## src/rtl/des_pkg.sv

```systemverilog
// Shared constants and types for the iterative DES key schedule:
// rotation schedule, PC-1/PC-2 tables and half-register rotate helpers.
package des_pkg;

    typedef logic [47:0] round_key_t;
    typedef logic [27:0] half_t;

    typedef enum logic {
        ST_IDLE = 1'b0,
        ST_RUN  = 1'b1
    } state_e;

    localparam logic [1:0] SHIFT_TBL [16] = '{
        2'd1, 2'd1, 2'd2, 2'd2, 2'd2, 2'd2, 2'd2, 2'd2,
        2'd1, 2'd2, 2'd2, 2'd2, 2'd2, 2'd2, 2'd2, 2'd1
    };

    // Entries are DES bit numbers (1 = MSB of the key).
    localparam logic [5:0] PC1_TBL [56] = '{
        6'd57, 6'd49, 6'd41, 6'd33, 6'd25, 6'd17, 6'd9,
        6'd1,  6'd58, 6'd50, 6'd42, 6'd34, 6'd26, 6'd18,
        6'd10, 6'd2,  6'd59, 6'd51, 6'd43, 6'd35, 6'd27,
        6'd19, 6'd11, 6'd3,  6'd60, 6'd52, 6'd44, 6'd36,
        6'd63, 6'd55, 6'd47, 6'd39, 6'd31, 6'd23, 6'd15,
        6'd7,  6'd62, 6'd54, 6'd46, 6'd38, 6'd30, 6'd22,
        6'd14, 6'd6,  6'd61, 6'd53, 6'd45, 6'd37, 6'd29,
        6'd21, 6'd13, 6'd5,  6'd28, 6'd20, 6'd12, 6'd4
    };

    localparam logic [5:0] PC2_TBL [48] = '{
        6'd14, 6'd17, 6'd11, 6'd24, 6'd1,  6'd5,
        6'd3,  6'd28, 6'd15, 6'd6,  6'd21, 6'd10,
        6'd23, 6'd19, 6'd12, 6'd4,  6'd26, 6'd8,
        6'd16, 6'd7,  6'd27, 6'd20, 6'd13, 6'd2,
        6'd41, 6'd52, 6'd31, 6'd37, 6'd47, 6'd55,
        6'd30, 6'd40, 6'd51, 6'd45, 6'd33, 6'd48,
        6'd44, 6'd49, 6'd39, 6'd56, 6'd34, 6'd53,
        6'd46, 6'd42, 6'd50, 6'd36, 6'd29, 6'd32
    };

    // PC-1: 64-bit key to {C0, D0}; parity bits simply never get selected.
    function automatic logic [55:0] pc1(input logic [63:0] key);
        logic [55:0] cd;
        logic [5:0]  pos;
        cd = '0;
        for (int i = 0; i < 56; i++) begin
            pos = 6'd63 - (PC1_TBL[i] - 6'd1);
            cd[55 - i] = key[pos];
        end
        return cd;
    endfunction

    function automatic half_t rotl28(input half_t h, input logic [1:0] amt);
        half_t r;
        case (amt)
            2'd2:    r = {h[25:0], h[27:26]};
            default: r = {h[26:0], h[27]};
        endcase
        return r;
    endfunction

`ifdef DES_KEY_DECRYPT_EN
    function automatic half_t rotr28(input half_t h, input logic [1:0] amt);
        half_t r;
        case (amt)
            2'd2:    r = {h[1:0], h[27:2]};
            default: r = {h[0], h[27:1]};
        endcase
        return r;
    endfunction
`endif

endpackage

```

## src/rtl/des_key_pc2.sv

```systemverilog
// Combinational PC-2 permutation: 56-bit {C, D} to a 48-bit DES round key.
module des_key_pc2
    import des_pkg::*;
(
    input  logic [55:0] cd_i,
    output round_key_t  rk_o
);

    logic [5:0] pos_s;

    // Table-driven bit selection; bit 47 of the result is DES bit 1.
    always_comb begin
        rk_o  = '0;
        pos_s = '0;
        for (int i = 0; i < 48; i++) begin
            pos_s = 6'd55 - (PC2_TBL[i] - 6'd1);
            rk_o[47 - i] = cd_i[pos_s];
        end
    end

endmodule

```

## src/rtl/des_key_scheduler.sv

```systemverilog
// Iterative DES key schedule: one C/D register pair and one PC-2 stream K1..K16
// over a valid/ready handshake. DES_KEY_DECRYPT_EN enables K16..K1 ordering.
module des_key_scheduler
    import des_pkg::*;
(
    input  logic        clk,
    input  logic        rst_n,
    input  logic        start,
    input  logic [63:0] key_in,
    input  logic        decrypt,
    output logic        busy,
    output logic        rk_valid,
    input  logic        rk_ready,
    output logic [47:0] round_key,
    output logic [3:0]  round_idx,
    output logic        done
);

    state_e     state_q, state_d;
    half_t      c_half_q, c_half_d;
    half_t      d_half_q, d_half_d;
    logic [4:0] step_q, step_d;
    logic       rk_valid_q, rk_valid_d;
    logic       busy_q, busy_d;
    logic       done_q, done_d;
    round_key_t round_key_q, round_key_d;
    logic [3:0] round_idx_q, round_idx_d;
    logic       load_s;
    logic [55:0] pc1_s;
    round_key_t  pc2_s;

`ifdef DES_KEY_DECRYPT_EN
    logic       dec_q, dec_d;
    logic [3:0] idx_rev_s;
    assign idx_rev_s = 4'd15 - step_q[3:0];
`else
    logic unused_decrypt_s;
    assign unused_decrypt_s = decrypt;
`endif

    assign pc1_s = pc1(key_in);

    // The single PC-2 sees the next C/D so the key registers alongside it.
    des_key_pc2 u_pc2 (
        .cd_i ({c_half_d, d_half_d}),
        .rk_o (pc2_s)
    );

    // Next-state logic: schedule load in IDLE, one step per handshake in RUN.
    always_comb begin
        state_d     = state_q;
        c_half_d    = c_half_q;
        d_half_d    = d_half_q;
        step_d      = step_q;
        rk_valid_d  = rk_valid_q;
        busy_d      = busy_q;
        done_d      = 1'b0;
        round_idx_d = round_idx_q;
        load_s      = 1'b0;
`ifdef DES_KEY_DECRYPT_EN
        dec_d       = dec_q;
`endif
        case (state_q)
            ST_IDLE: begin
                if (start) begin
                    state_d    = ST_RUN;
                    step_d     = 5'd1;
                    rk_valid_d = 1'b1;
                    busy_d     = 1'b1;
                    load_s     = 1'b1;
`ifdef DES_KEY_DECRYPT_EN
                    dec_d = decrypt;
                    // CD16 equals CD0, so decryption starts unrotated.
                    if (decrypt) begin
                        c_half_d    = pc1_s[55:28];
                        d_half_d    = pc1_s[27:0];
                        round_idx_d = 4'd15;
                    end else begin
                        c_half_d    = rotl28(pc1_s[55:28], SHIFT_TBL[0]);
                        d_half_d    = rotl28(pc1_s[27:0], SHIFT_TBL[0]);
                        round_idx_d = 4'd0;
                    end
`else
                    c_half_d    = rotl28(pc1_s[55:28], SHIFT_TBL[0]);
                    d_half_d    = rotl28(pc1_s[27:0], SHIFT_TBL[0]);
                    round_idx_d = 4'd0;
`endif
                end else begin
                    state_d = ST_IDLE;
                end
            end
            ST_RUN: begin
                if (rk_valid_q && rk_ready) begin
                    if (step_q == 5'd16) begin
                        state_d    = ST_IDLE;
                        rk_valid_d = 1'b0;
                        busy_d     = 1'b0;
                        done_d     = 1'b1;
                    end else begin
                        step_d = step_q + 5'd1;
                        load_s = 1'b1;
`ifdef DES_KEY_DECRYPT_EN
                        if (dec_q) begin
                            c_half_d    = rotr28(c_half_q, SHIFT_TBL[idx_rev_s + 4'd1]);
                            d_half_d    = rotr28(d_half_q, SHIFT_TBL[idx_rev_s + 4'd1]);
                            round_idx_d = idx_rev_s;
                        end else begin
                            c_half_d    = rotl28(c_half_q, SHIFT_TBL[step_q[3:0]]);
                            d_half_d    = rotl28(d_half_q, SHIFT_TBL[step_q[3:0]]);
                            round_idx_d = step_q[3:0];
                        end
`else
                        c_half_d    = rotl28(c_half_q, SHIFT_TBL[step_q[3:0]]);
                        d_half_d    = rotl28(d_half_q, SHIFT_TBL[step_q[3:0]]);
                        round_idx_d = step_q[3:0];
`endif
                    end
                end else begin
                    state_d = ST_RUN;
                end
            end
            default: begin
                state_d = ST_IDLE;
            end
        endcase
    end

    assign round_key_d = load_s ? pc2_s : round_key_q;

    // State and output registers.
    always_ff @(posedge clk or negedge rst_n) begin
        if (!rst_n) begin
            state_q     <= ST_IDLE;
            c_half_q    <= '0;
            d_half_q    <= '0;
            step_q      <= 5'd0;
            rk_valid_q  <= 1'b0;
            busy_q      <= 1'b0;
            done_q      <= 1'b0;
            round_key_q <= '0;
            round_idx_q <= 4'd0;
`ifdef DES_KEY_DECRYPT_EN
            dec_q       <= 1'b0;
`endif
        end else begin
            state_q     <= state_d;
            c_half_q    <= c_half_d;
            d_half_q    <= d_half_d;
            step_q      <= step_d;
            rk_valid_q  <= rk_valid_d;
            busy_q      <= busy_d;
            done_q      <= done_d;
            round_key_q <= round_key_d;
            round_idx_q <= round_idx_d;
`ifdef DES_KEY_DECRYPT_EN
            dec_q       <= dec_d;
`endif
        end
    end

    assign busy      = busy_q;
    assign rk_valid  = rk_valid_q;
    assign done      = done_q;
    assign round_key = round_key_q;
    assign round_idx = round_idx_q;

endmodule

```

## config.mk

```make
export PLATFORM = sky130hd
export DESIGN_NAME = des_key_scheduler
export DESIGN_NICKNAME = d
export VERILOG_FILES = /design/src/rtl/des_pkg.sv /design/src/rtl/des_key_pc2.sv /design/src/rtl/des_key_scheduler.sv
export SDC_FILE = /design/constraint.sdc
export NUM_CORES = 1
export LEC_CHECK = 0
export ABC_AREA = 1
export CAP_MARGIN = 20
export CORE_MARGIN = 2
export CORE_UTILIZATION = 45
export CTS_CLUSTER_SIZE = 8
export DETAILED_ROUTE_END_ITERATION = 7
export PLACE_DENSITY = 0.71
export SYNTH_ARGS = -nofsm -noshare
export SYNTH_HDL_FRONTEND = slang
export SYNTH_SLANG_ARGS = --single-unit
```

## constraint.sdc

```tcl
create_clock -name clk -period 2.7 [get_ports clk]
set_input_delay 0.54 -clock clk [delete_from_list [all_inputs] [get_ports clk]]
set_output_delay 0.54 -clock clk [all_outputs]
set_load 0.005 [all_outputs]
```

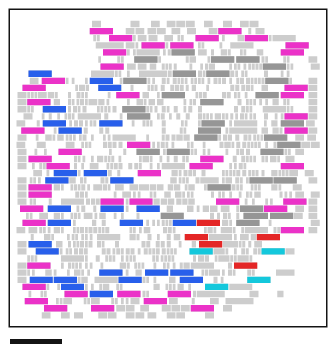
Fig. 1. Where the registers sit (run 1).
Bar = 20 um. Other sequential cells in the stronger grey, the rest of the logic in the fainter grey.
[blue] d_half_q | flops: 28
[red] step_q | flops: 5
[magenta] round_key | flops: 48 | where: all over the die
[cyan] round_idx | flops: 4 | where: bottom right

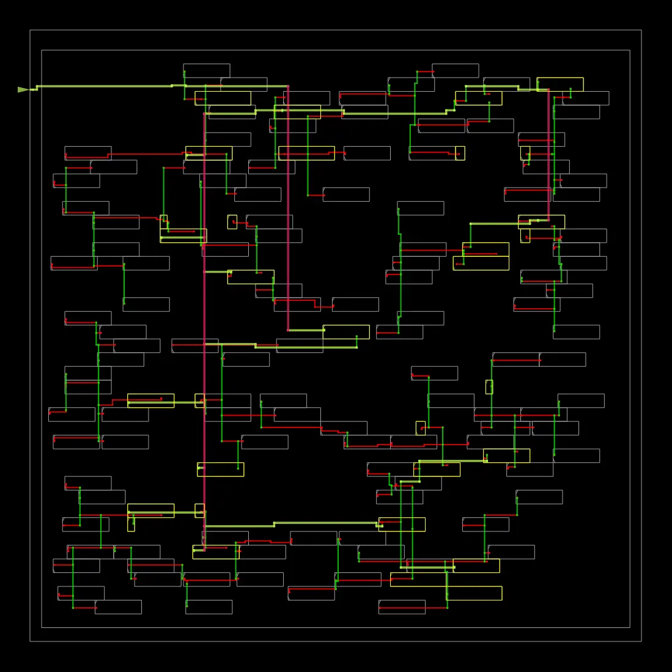
Fig. 2. Clock routing (run 1).
clock tree sinks: 116
Insertion Delay late pin: 420 ps
count of sequential standard cells: 116
clock tree buffer count of the final layout: 20

==> flow_summary.html, run 1 <==
<h3>Flow metrics</h3>
<table>
<tr><th>Metric</th><th>Value</th></tr>
<tr><th colspan="2">Finish</th></tr>
<tr><td>Multi-input combinational cell area</td><td>2740 um2</td></tr>
<tr><td>Final core occ</td><td>60.5%</td></tr>
<tr><td>Post-layout net count</td><td>1019</td></tr>
<tr><td>Fraction of layout cells with a size suffix above 1</td><td>6.26%</td></tr>
<tr><td>Layout buffer count excluding clock buffers</td><td>132</td></tr>
<tr><th colspan="2">Power and ir drop</th></tr>
<tr><td>Clk. pwr</td><td>2.41 mW</td></tr>
<tr><td>Lkg Pwr</td><td>4.22 nW</td></tr>
<tr><td>Flop+latch power</td><td>3.03 mW</td></tr>
<tr><td>Flop pwr share</td><td>30.5%</td></tr>
<tr><td>Pwr Total</td><td>9.91 mW</td></tr>
<tr><td>Areal power density over the cells</td><td>1230 nW/um2</td></tr>
<tr><td>Switching share of power</td><td>40.1%</td></tr>
<tr><th colspan="2">Worst setup path</th></tr>
<tr><td>Startpoint of the worst setup timing path</td><td>step_q[1]</td></tr>
<tr><td>Cell at the slowest stage of the critical path</td><td>inv_2</td></tr>
<tr><td>Max incr delay on CP</td><td>740 ps</td></tr>
<tr><td>Kind of critical path</td><td>register to register</td></tr>
<tr><td>End of the critical path</td><td>c_half_q[10]</td></tr>
<tr><td>Critical path endpoint category</td><td>register</td></tr>
<tr><th colspan="2">Global route</th></tr>
<tr><td>GRT busiest layer</td><td>met2</td></tr>
<tr><td>Largest net degree at the start of global routing</td><td>63</td></tr>
<tr><td>Overflow after GRT</td><td>0</td></tr>
<tr><td>Grt met3 use</td><td>7.38%</td></tr>
<tr><th colspan="2">Clocking</th></tr>
<tr><td>CTS tree</td><td>done</td></tr>
<tr><td>Number of buffers on the longest clock path</td><td>2</td></tr>
<tr><td>Number of gates resized after CTS</td><td>0</td></tr>
<tr><td>Setup Buffers After CTS</td><td>0</td></tr>
<tr><td>Hold-fix buffer count after cts</td><td>0</td></tr>
<tr><td>Clock tree root driver cell</td><td>clkbuf_16</td></tr>
<tr><th colspan="2">Yosys</th></tr>
<tr><td>Synth Area in Compound Gates</td><td>8.54%</td></tr>
<tr><td>Seq share, synth</td><td>47.2%</td></tr>
<tr><td>Multiplexer area fraction after synthesis</td><td>0%</td></tr>
<tr><td>Post-Synthesis Net Count</td><td>924</td></tr>
<tr><td>Count of library flops with an enable pin</td><td>0</td></tr>
<tr><td>Number of synthesized register bits</td><td>116</td></tr>
<tr><td>Area share of xor/xnor cells in the synthesized design</td><td>0.285%</td></tr>
<tr><td>Ys Warns</td><td>0</td></tr>
<tr><td>Leading cell type by number of instances after synthesis</td><td>nand2_1</td></tr>
<tr><td>FFs w/ async S/R, synth</td><td>100%</td></tr>
<tr><td>Dominant synthesized flop cell</td><td>dfrtp_1</td></tr>
<tr><td>Largest family of logic cells by area</td><td>simple AND/OR/NAND/NOR gates</td></tr>
<tr><td>Cell taking the most area after synthesis</td><td>dfrtp_1</td></tr>
<tr><th colspan="2">Route</th></tr>
<tr><td>Overall via count from detail_route</td><td>5740</td></tr>
<tr><td>Final ANT Viol Nets</td><td>0</td></tr>
<tr><td>WL per Instance</td><td>14.2 um</td></tr>
<tr><td>Met3 wire length</td><td>1030 um</td></tr>
<tr><th colspan="2">Timing</th></tr>
<tr><td>Number of pins with negative max-slew slack in the final report</td><td>0</td></tr>
<tr><td>Post-route minimum period</td><td>2260 ps</td></tr>
<tr><td>Unrepaired setup endpoints after global routing</td><td>false</td></tr>
<tr><td>Slew at the pin closest to its max-slew limit</td><td>1020 ps</td></tr>
<tr><td>Worst setup margin</td><td>439 ps</td></tr>
<tr><td>Final setup skew</td><td>6.20 ps</td></tr>
<tr><td>Maximum operating frequency</td><td>442 MHz</td></tr>
<tr><th colspan="2">Floorplan</th></tr>
<tr><td>Die outline area</td><td>14600 um2</td></tr>
<tr><th colspan="2">Placement</th></tr>
<tr><td>Pre-CTS setup slack</td><td>288 ps</td></tr>
<tr><td>Weighted congestion reported at the end of routability-driven placement</td><td>0.826</td></tr>
<tr><td>Number of port buffers</td><td>114</td></tr>
<tr><th colspan="2">Outcome</th></tr>
<tr><td>Result of the run</td><td>finished clean</td></tr>
</table>
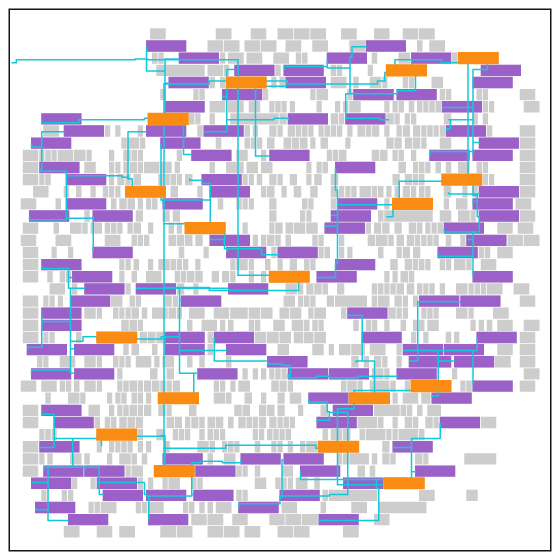
Fig. 3. Clock wires, drivers and flops (run 1).
[orange] clock drivers | count: 17
[purple] flip-flops | count: 116
[cyan] clock wires | length: 1610 um
routed clock nets: 18
flops lie: all over the die

## run 1: critical path: cells and delay by family, from the launching register on
kind,cells,cell delay (ps)
fa+ha+maj,1,200
simple gates,6,610
flops,1,440
buf+inv,3,940
## run 1: cells in the final DEF (no fill, tap or decap), types with 4 or more instances in the layout
master           count
buf_4               17
a22oi_1             48
clkdlybuf4s50_1    113
o21ai_0             14
ha_1                 4
clkinv_2             7
nand3_1            103
dfrtp_1            115
nand2_1            409
clkbuf_16           17
a21oi_1              8
nor2_1               7
bufinv_16            5
o211ai_1             4
inv_1               65
==> inputs of run 2 (changes only) <==
PLACE_DENSITY = 0.74   (was 0.71)
clock period = 1.89 ns   (was 2.7 ns; I/O delays follow)
==> run 2 against run 1 <==
Effect of this change:
- the run now ends with setup timing left
- clock-buffer cell count is 3 higher
- non-clock buffer count grew 22
- flip-flop count is the same
- setup slack worse by 470 ps
- fmax is 18% higher
- critical path type unchanged
- largest cell class is now combinational gates
==> flow_summary.html, run 2 <==
<h3>Flow metrics</h3>
<table>
<tr><th>Metric</th><th>Value</th></tr>
<tr><th colspan="2">Worst setup path</th></tr>
<tr><td>Stages on the worst setup path</td><td>14</td></tr>
<tr><td>Critical path endpoint category</td><td>register</td></tr>
<tr><td>Startpoint of the worst setup timing path</td><td>step_q[1]</td></tr>
<tr><td>Crit path buffers/inverters</td><td>2</td></tr>
<tr><td>Cell at the slowest stage of the critical path</td><td>dfrtp_1</td></tr>
<tr><th colspan="2">Timing</th></tr>
<tr><td>Unrepaired setup endpoints after global routing</td><td>true</td></tr>
<tr><td>Post-route minimum period</td><td>1920 ps</td></tr>
<tr><td>Setup Viol. Count Final</td><td>4</td></tr>
<tr><td>Worst setup margin</td><td>-33.2 ps</td></tr>
<tr><th colspan="2">Power and ir drop</th></tr>
<tr><td>Lkg Pwr</td><td>4.44 nW</td></tr>
<tr><td>Pwr Total</td><td>16.0 mW</td></tr>
<tr><td>Areal power density over the cells</td><td>1830 nW/um2</td></tr>
<tr><td>Flop pwr share</td><td>27.1%</td></tr>
<tr><th colspan="2">Clocking</th></tr>
<tr><td>Setup Buffers After CTS</td><td>0</td></tr>
<tr><td>Hold-fix buffer count after cts</td><td>1</td></tr>
<tr><td>Clock tree root driver cell</td><td>clkbuf_16</td></tr>
<tr><td>CTS tree</td><td>done</td></tr>
<tr><td>Number of buffers on the longest clock path</td><td>2</td></tr>
<tr><td>Number of gates resized after CTS</td><td>3</td></tr>
<tr><th colspan="2">Outcome</th></tr>
<tr><td>Result of the run</td><td>finished with violations</td></tr>
<tr><td>Violations in the final reports</td><td>setup timing</td></tr>
<tr><th colspan="2">Yosys</th></tr>
<tr><td>Synth Area in Compound Gates</td><td>8.54%</td></tr>
<tr><td>Count of library flops with an enable pin</td><td>0</td></tr>
<tr><td>Cell taking the most area after synthesis</td><td>dfrtp_1</td></tr>
<tr><td>Seq share, synth</td><td>47.2%</td></tr>
<tr><td>Area share of xor/xnor cells in the synthesized design</td><td>0.285%</td></tr>
<tr><td>FFs w/ async S/R, synth</td><td>100%</td></tr>
<tr><td>Leading cell type by number of instances after synthesis</td><td>nand2_1</td></tr>
<tr><td>Ys Warns</td><td>0</td></tr>
<tr><td>Largest family of logic cells by area</td><td>simple AND/OR/NAND/NOR gates</td></tr>
<tr><th colspan="2">Finish</th></tr>
<tr><td>Fraction of layout cells with a size suffix above 1</td><td>14.8%</td></tr>
<tr><td>Top cell excl fill/tap</td><td>nand2_1</td></tr>
<tr><td>Leading cell types in the layout, fill and taps excluded</td><td>nand2_1, dfrtp_1, clkdlybuf4s50_1, nand3_1, inv_1</td></tr>
<tr><th colspan="2">Global route</th></tr>
<tr><td>Largest net degree at the start of global routing</td><td>49</td></tr>
<tr><td>Grt met3 use</td><td>6.06%</td></tr>
<tr><td>GRT busiest layer</td><td>met2</td></tr>
<tr><td>Overflow after GRT</td><td>0</td></tr>
<tr><th colspan="2">Route</th></tr>
<tr><td>Met3 wire length</td><td>1130 um</td></tr>
<tr><th colspan="2">Placement</th></tr>
<tr><td>Weighted congestion reported at the end of routability-driven placement</td><td>0.827</td></tr>
</table>
## run 2: cell count changes in the layout (fill, tap and decap cells not counted), sizes merged
cell	change
bufinv	-3
buf	+16
clkinv	-5
dlygate4sd3	+1
clkbuf	+8
inv	+1
## run 2: area by class of cell
cell class / instances / area, um2 / share of cell area, %
multi-input cells: 610 / 3020 / 34.7
flip-flops and latches: 116 / 2900 / 33.4
repair buffers: 154 / 1720 / 19.8
clock buffers: 23 / 498 / 5.73
inverters: 69 / 262 / 3.01
well taps: 176 / 220 / 2.53
clock inverters: 5 / 75.1 / 0.864
## run 2: power groups by stage
stage	Sequential, mW	Clock (mW)	Combinational [mW]
final	4.32	3.15	8.48
after global routing	4.45	3.33	9.40
after CTS	4.30	3.19	6.93
after detailed placement	4.31	0	6.83
after global placement	4.31	0	6.67
after floorplan	4.20	0	4.40
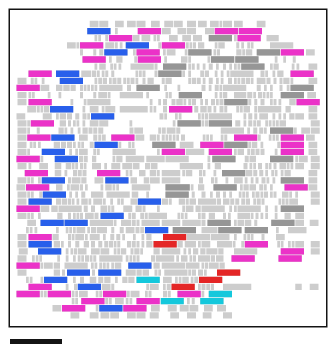
Fig. 4. Where the registers sit (run 2).
Bar = 20 um. Other sequential cells in the stronger grey, the rest of the logic in the fainter grey.
[cyan] round_idx | flops: 4 | where: bottom middle
[magenta] round_key | flops: 48 | where: all over the die
[red] step_q | flops: 5 | where: bottom middle
[blue] d_half_q | flops: 28
not coloured: 31

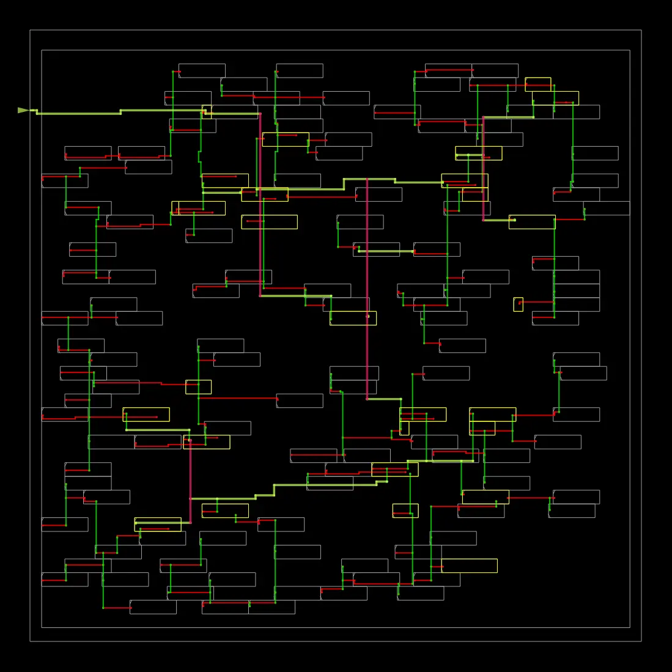
Fig. 5. Clock routing (run 2).
final setup skew: 10.4 ps
clock tree buffer count of the final layout: 23
number of CTS-inserted buffers: 17

==> inputs of run 3 (changes only) <==
CORE_UTILIZATION = 35   (was 45)
PLACE_DENSITY = not set   (was 0.74)
SETUP_SLACK_MARGIN = 0.02   (was not set)
==> run 3 against run 2 <==
Effect of this change:
- flip-flop count unchanged
- the flow now finishes without violations
- final area up 3.2%
- clock-buffer cell count down 1
- critical endpoint is now round_key[33]
- routed wire length up 8.0%
- fmax up 2.3%
- sequential share of layout area down 1.0 points
- hold slack worse by 46 ps
- setup slack better by 44 ps
- utilization down 13 points
==> flow_summary.html, run 3 <==
<h3>Flow metrics</h3>
<table>
<tr><th>Metric</th><th>Value</th></tr>
<tr><th colspan="2">Timing</th></tr>
<tr><td>Number of pins with negative max-slew slack in the final report</td><td>0</td></tr>
<tr><td>Slew at the pin closest to its max-slew limit</td><td>391 ps</td></tr>
<tr><td>Maximum operating frequency</td><td>532 MHz</td></tr>
<tr><td>Setup Viol. Count Final</td><td>0</td></tr>
<tr><td>Final setup skew</td><td>8.06 ps</td></tr>
<tr><th colspan="2">Worst setup path</th></tr>
<tr><td>Stages on the worst setup path</td><td>13</td></tr>
<tr><td>Crit path buffers/inverters</td><td>2</td></tr>
<tr><td>Critical path endpoint category</td><td>register</td></tr>
<tr><td>Max incr delay on CP</td><td>410 ps</td></tr>
<tr><td>End of the critical path</td><td>round_key[33]</td></tr>
<tr><td>Startpoint of the worst setup timing path</td><td>step_q[1]</td></tr>
<tr><td>Kind of critical path</td><td>register to register</td></tr>
<tr><th colspan="2">Finish</th></tr>
<tr><td>Non-clock buffers, area share</td><td>21.7%</td></tr>
<tr><td>Number of signal-net inverters in the final layout</td><td>69</td></tr>
<tr><td>Post-layout net count</td><td>1063</td></tr>
<tr><td>Leading cell types in the layout, fill and taps excluded</td><td>nand2_1, dfrtp_1, clkdlybuf4s50_1, nand3_1, inv_1</td></tr>
<tr><td>Fraction of layout cells with a size suffix above 1</td><td>16.5%</td></tr>
<tr><td>Layout buffer count excluding clock buffers</td><td>176</td></tr>
<tr><td>Final core occ</td><td>52.1%</td></tr>
<tr><td>Clock tree buffer count of the final layout</td><td>22</td></tr>
<tr><td>Leading cell kind</td><td>combinational gates</td></tr>
<tr><th colspan="2">Clocking</th></tr>
<tr><td>Number of buffers on the longest clock path</td><td>2</td></tr>
<tr><td>Clock tree root driver cell</td><td>clkbuf_16</td></tr>
<tr><td>Number of CTS-inserted buffers</td><td>17</td></tr>
<tr><td>Setup Buffers After CTS</td><td>7</td></tr>
<tr><td>Number of gates resized after CTS</td><td>14</td></tr>
<tr><td>Hold-fix buffer count after cts</td><td>1</td></tr>
<tr><td>Insertion Delay late pin</td><td>420 ps</td></tr>
<tr><th colspan="2">Placement</th></tr>
<tr><td>Weighted congestion reported at the end of routability-driven placement</td><td>0.774</td></tr>
<tr><th colspan="2">Power and ir drop</th></tr>
<tr><td>Clk. pwr</td><td>3.16 mW</td></tr>
<tr><td>Flop+latch power</td><td>4.31 mW</td></tr>
<tr><td>Switching share of power</td><td>41.0%</td></tr>
<tr><td>Flop pwr share</td><td>26.4%</td></tr>
<tr><td>Main power-consuming group</td><td>combinational logic</td></tr>
<tr><th colspan="2">Global route</th></tr>
<tr><td>Grt met3 use</td><td>5.37%</td></tr>
<tr><td>Overflow after GRT</td><td>0</td></tr>
<tr><td>Largest net degree at the start of global routing</td><td>65</td></tr>
<tr><td>GRT busiest layer</td><td>met2</td></tr>
<tr><th colspan="2">Route</th></tr>
<tr><td>Final ANT Viol Nets</td><td>0</td></tr>
<tr><td>WL per Instance</td><td>15.6 um</td></tr>
<tr><td>Overall via count from detail_route</td><td>6116</td></tr>
<tr><td>Met3 wire length</td><td>1220 um</td></tr>
<tr><th colspan="2">Yosys</th></tr>
<tr><td>Post-Synthesis Net Count</td><td>924</td></tr>
<tr><td>Ys Warns</td><td>0</td></tr>
<tr><td>Leading cell type by number of instances after synthesis</td><td>nand2_1</td></tr>
<tr><td>FFs w/ async S/R, synth</td><td>100%</td></tr>
<tr><td>Cell taking the most area after synthesis</td><td>dfrtp_1</td></tr>
<tr><th colspan="2">Floorplan</th></tr>
<tr><td>Die outline area</td><td>18700 um2</td></tr>
<tr><th colspan="2">Outcome</th></tr>
<tr><td>Result of the run</td><td>finished clean</td></tr>
</table>
## run 3: cell count changes in the layout (fill, tap and decap cells not counted), moves of 2 or more
cell      delta
buf_4       +11
buf_6        +9
clkbuf_1     +2
clkbuf_8     -3
clkinv_2     +3
nand2_1      +4
nand2_4      -4
## run 3: cell families (layout without fill, tap and decap cells)
| group | count (synthesis) | count (layout) | synth area share, % |
|---|---|---|---|
| compound gates | 78 | 78 | 8.54 |
| xor+xnor | 2 | 2 | 0.285 |
| fa+ha+maj | 4 | 4 | 0.813 |
| buf+inv | 125 | 277 | 8.60 |
| flops | 116 | 116 | 47.2 |
| simple gates | 526 | 526 | 34.6 |
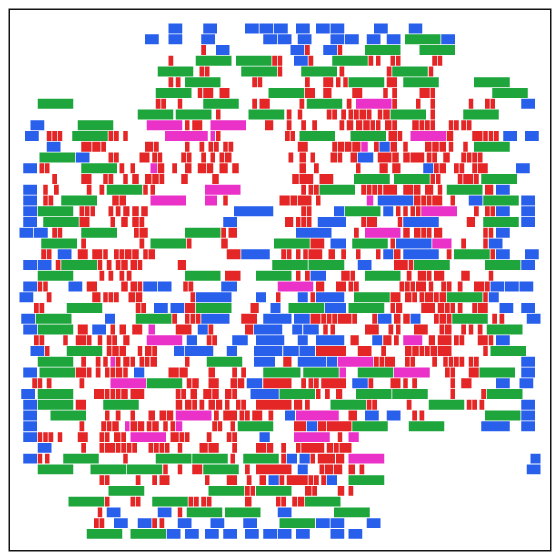
Fig. 6. Cells coloured by class (run 3).
[red] combinational and other logic | cells: 679 | share of their area: 38%
[green] flops | cells: 116 | share of their area: 33%
[magenta] clock drivers and dummy loads | cells: 32 | share of their area: 6.6%
[blue] other buffers and delay cells | cells: 176 | share of their area: 22%

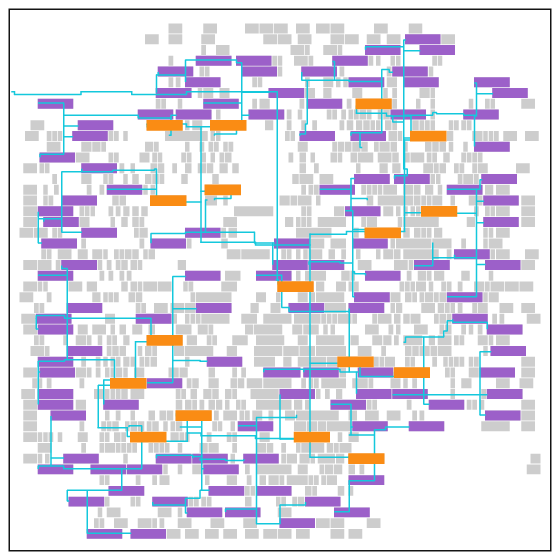
Fig. 7. Clock wires, drivers and flops (run 3).
[cyan] clock wires | length: 1790 um
[purple] flip-flops | count: 116
[orange] clock drivers | count: 17
routed clock nets: 18
flops lie: all over the die


==> gallery <==
Cells by drive strength.
picture 1
Bar = 20 um.
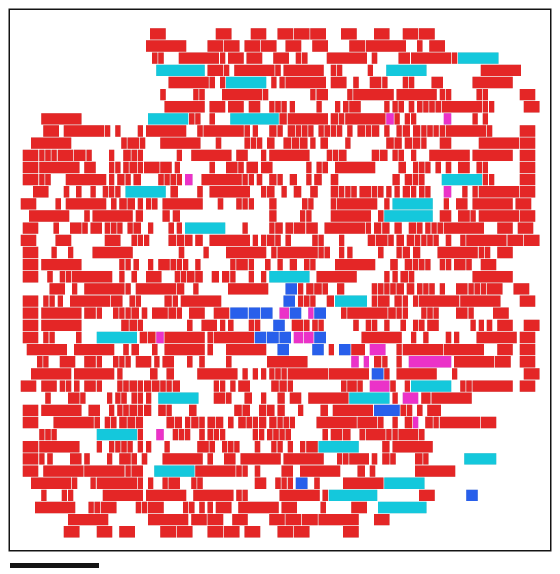
picture 2
Bar = 50 um.
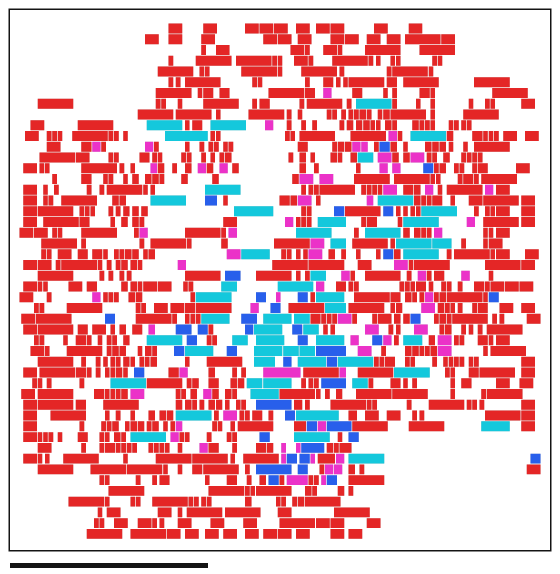
picture 3
Bar = 20 um.
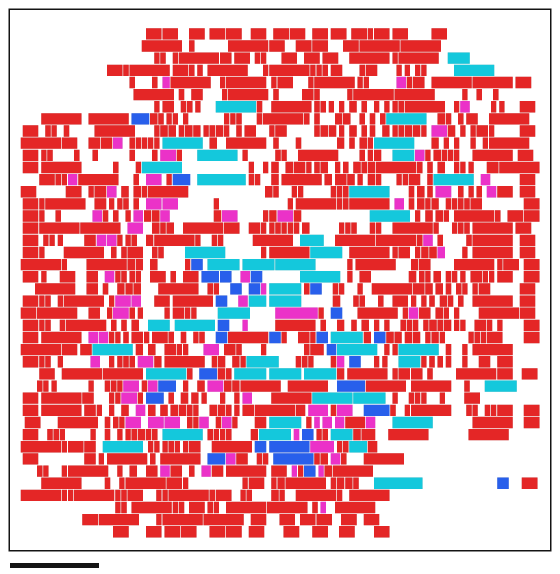
| picture | from |
|---|---|
| picture 2 | run 3 |
| picture 3 | run 2 |
| picture 1 | run 1 |
- largest die: picture 2

Power is estimated from default activity; no workload was simulated.
